Design mbit_sel_wr_flat, sky130hd; sources not shown.
Fig. 1: wiring by layer
Drawn at 4 px/um. Only two layers are drawn.
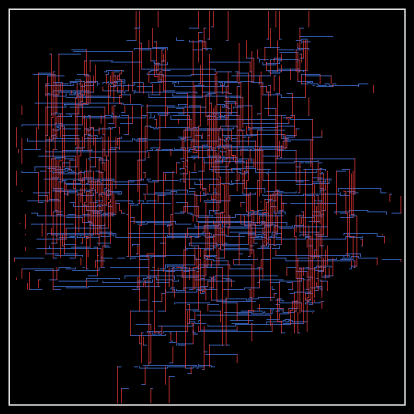
met1 -> blue  # wire length 3370 um
met2 -> red  # wire length 3570 um
Routed Wire Length: 7280 um
Avg WL per Cell: 12.5 um
total global-route track usage: 15.2%
via count: 2820

Fig. 2: cells coloured by class
Drawn at 3 px/um.
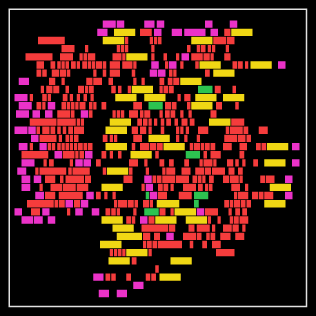
clock drivers and dummy loads -> green  # cells 7, share of their area 2.1%
other buffers and delay cells -> magenta  # cells 64, share of their area 15%
flip-flops -> yellow  # cells 40, share of their area 22%
all other logic -> red  # cells 363, share of their area 61%
fin util: 42.6%
sequential share of cell area: 21.3%

Fig. 3: met3 routing
Drawn at 4 px/um.
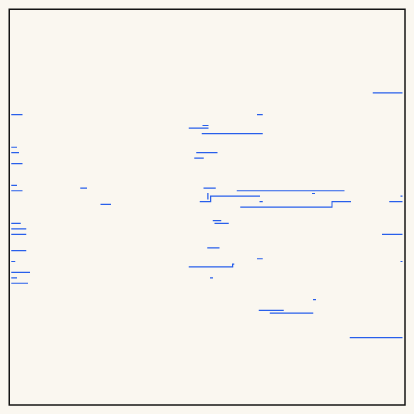
main direction = horizontal
nets with wire on the layer = 35
share of all routed wire = 2.9%
wire length on this layer = 209 um
longest straight run = 26.7 um
grt met3 use: 2.41%

==> flow_summary.json <==
{
  "clkTransAtPathRegs_ps": 70,
  "drtPass1Iterations": 5,
  "root_buffer": "clkbuf_8",
  "port_buffers": 34,
  "min_path_type": "reg2reg",
  "ctsHoldBuffers": 0,
  "cp.arrival_ps": 2360,
  "cp_top_family": "simple AND/OR/NAND/NOR gates",
  "ys_types": 39,
  "ys_area_mm2": 0.00280,
  "crit_slowest_cell": "fa_2",
  "cts_resized": 35,
  "htreeDepth": 2,
  "synth-warning-count": 0,
  "finalClockPeriodUsage_pct": 85.6,
  "fmax_mhz": 467,
  "p_leak_nw": 1.74,
  "gp_congestion": 0.835,
  "synthTopCellsByCount": "78 x nand2_1, 61 x inv_1, 40 x dfxtp_1",
  "syn-cell-area_mm2": 0.00280,
  "synth.top_cell.area_share_pct": 28.6,
  "crit_path_max_fanout": 4,
  "rsz0062_at_grt": "true",
  "drv_cap": 0,
  "preCtsSetupSlack_ps": -332,
  "clkPwrFrac_pct": 18.9,
  "final_nets": 521,
  "dpl-instance-area_mm2": 0.00343,
  "grt_pass1_wl_um": 11900,
  "place_hpwl_um": 5460,
  "warnings": 32,
  "synth_dominant_cell_count": "nand2_1",
  "async_flop_share_pct": 0,
  "tns_ps": 0,
  "p_int_w": 0.00129,
  "slew_headroom_pct": 64.2,
  "clkSinkCount": 40,
  "cts_setup_buffers": 1,
  "whs_ps": 459,
  "comb_power_share_pct": 45.5,
  "core-area_mm2": 0.00889,
  "synth_cells": 411,
  "seq_power_share_pct": 35.5,
  "syn_to_final_growth_pct": 35.3,
  "antenna_found_initial": 0,
  "die_y_um": 98.6,
  "drt_iter0_markers": 104,
  "fp-utilization_pct": 31.5,
  "die_w_um": 98.6,
  "ios": 35,
  "topCellsByArea": "dfxtp_1 29%, nand2_1 10%, ha_1 9.8%",
  "path_class": "reg2reg",
  "r2r_setup_slack_ps": 360,
  "grt_max_degree": 20,
  "largest_area_cell": "dfxtp_1",
  "r2r_cells": 14,
  "cts_buffers": 5,
  "viasPerCell": 4.85,
  "edf_count": 0,
  "fill_cells": 921,
  "cp-end-kind": "flop",
  "drtAntennaViolNets": 0,
  "ys.flop_type": "dfxtp_1",
  "cp-start-kind": "flop",
  "fin_ws_ps": 361,
  "layout.cells.non_filler": 582,
  "fin_crit_ps": 2140,
  "p_sw_w": 0.000871,
  "powerDensity_mw_per_mm2": 570,
  "cp.depth": 14,
  "tightest_slew_ps": 536,
  "ys_seq_share_pct": 28.6,
  "largest_reg_flops": 9,
  "rows": 34,
  "final_cell_area_mm2": 0.00378,
  "fp_nets": 458,
  "place_inst": 569,
  "report.final.slew_viol_count": 0,
  "worstPathRequired_ps": 2720,
  "hold_viol_final": 0,
  "grt_remaining_overflow": 0,
  "path_buffers": 2,
  "run_status": "finished clean",
  "swShare_pct": 40.4,
  "ir_drop_v": 0.000204
}
-- area by class of cell --
class	count	area, um^2	area share, %
Multi-Input combinational cell	300	1960	51.9
Sequential cell	40	806	21.3
Timing Repair Buffer	64	554	14.6
Inverter	63	249	6.58
Tap cell	108	135	3.57
Clock buffer	6	72.6	1.92
Clock inverter	1	5.00	0.132
-- routing by layer --
layer	share of wire, %	wire [um]	track usage [%]	vias up
met4	1.7	123	5.28	0
met2	49	3570	26.3	58
met5	0	0	0	-
met1	46	3370	19.1	1265
li1	-	-	-	1485
met3	2.9	208	2.41	12
-- cell families after synthesis --
logic type / after synthesis / synth area share (%)
compound gates: 85 / 17.2
xor+xnor: 14 / 4.38
fa+ha+maj: 24 / 11.3
buf+inv: 71 / 9.97
flops: 40 / 28.6
simple gates: 177 / 28.5
-- placed cells by master, fill, tap and decap left out, types with 9 or more instances in the layout --
master and count:
nand2_1 69, inv_1 51, buf_4 42, dfxtp_1 38, nor2_1 37, o21ai_0 27, a21oi_1 23, nand3_1 21
ha_1 15, nand2_2 12, a31oi_1 9
-- worst register-to-register path: cells and delay by family, from the launching register on --
family,cells,cell delay [ps]
buf+inv,2,90
simple gates,7,660
xor+xnor,1,150
fa+ha+maj,2,510
compound gates,2,280
flops,1,370
-- power groups by stage --
| stage | Clock, W | Sequential [W] | Combinational, W |
|---|---|---|---|
| detailed placement | 0 | 0.000778 | 0.000877 |
| floorplan | 0 | 0.000788 | 0.000626 |
| global placement | 0 | 0.000777 | 0.000865 |
| CTS | 0.000423 | 0.000765 | 0.000915 |
| global route | 0.000451 | 0.000775 | 0.00109 |
| finish | 0.000409 | 0.000766 | 0.000982 |
Power is estimated from default activity; no workload was simulated.
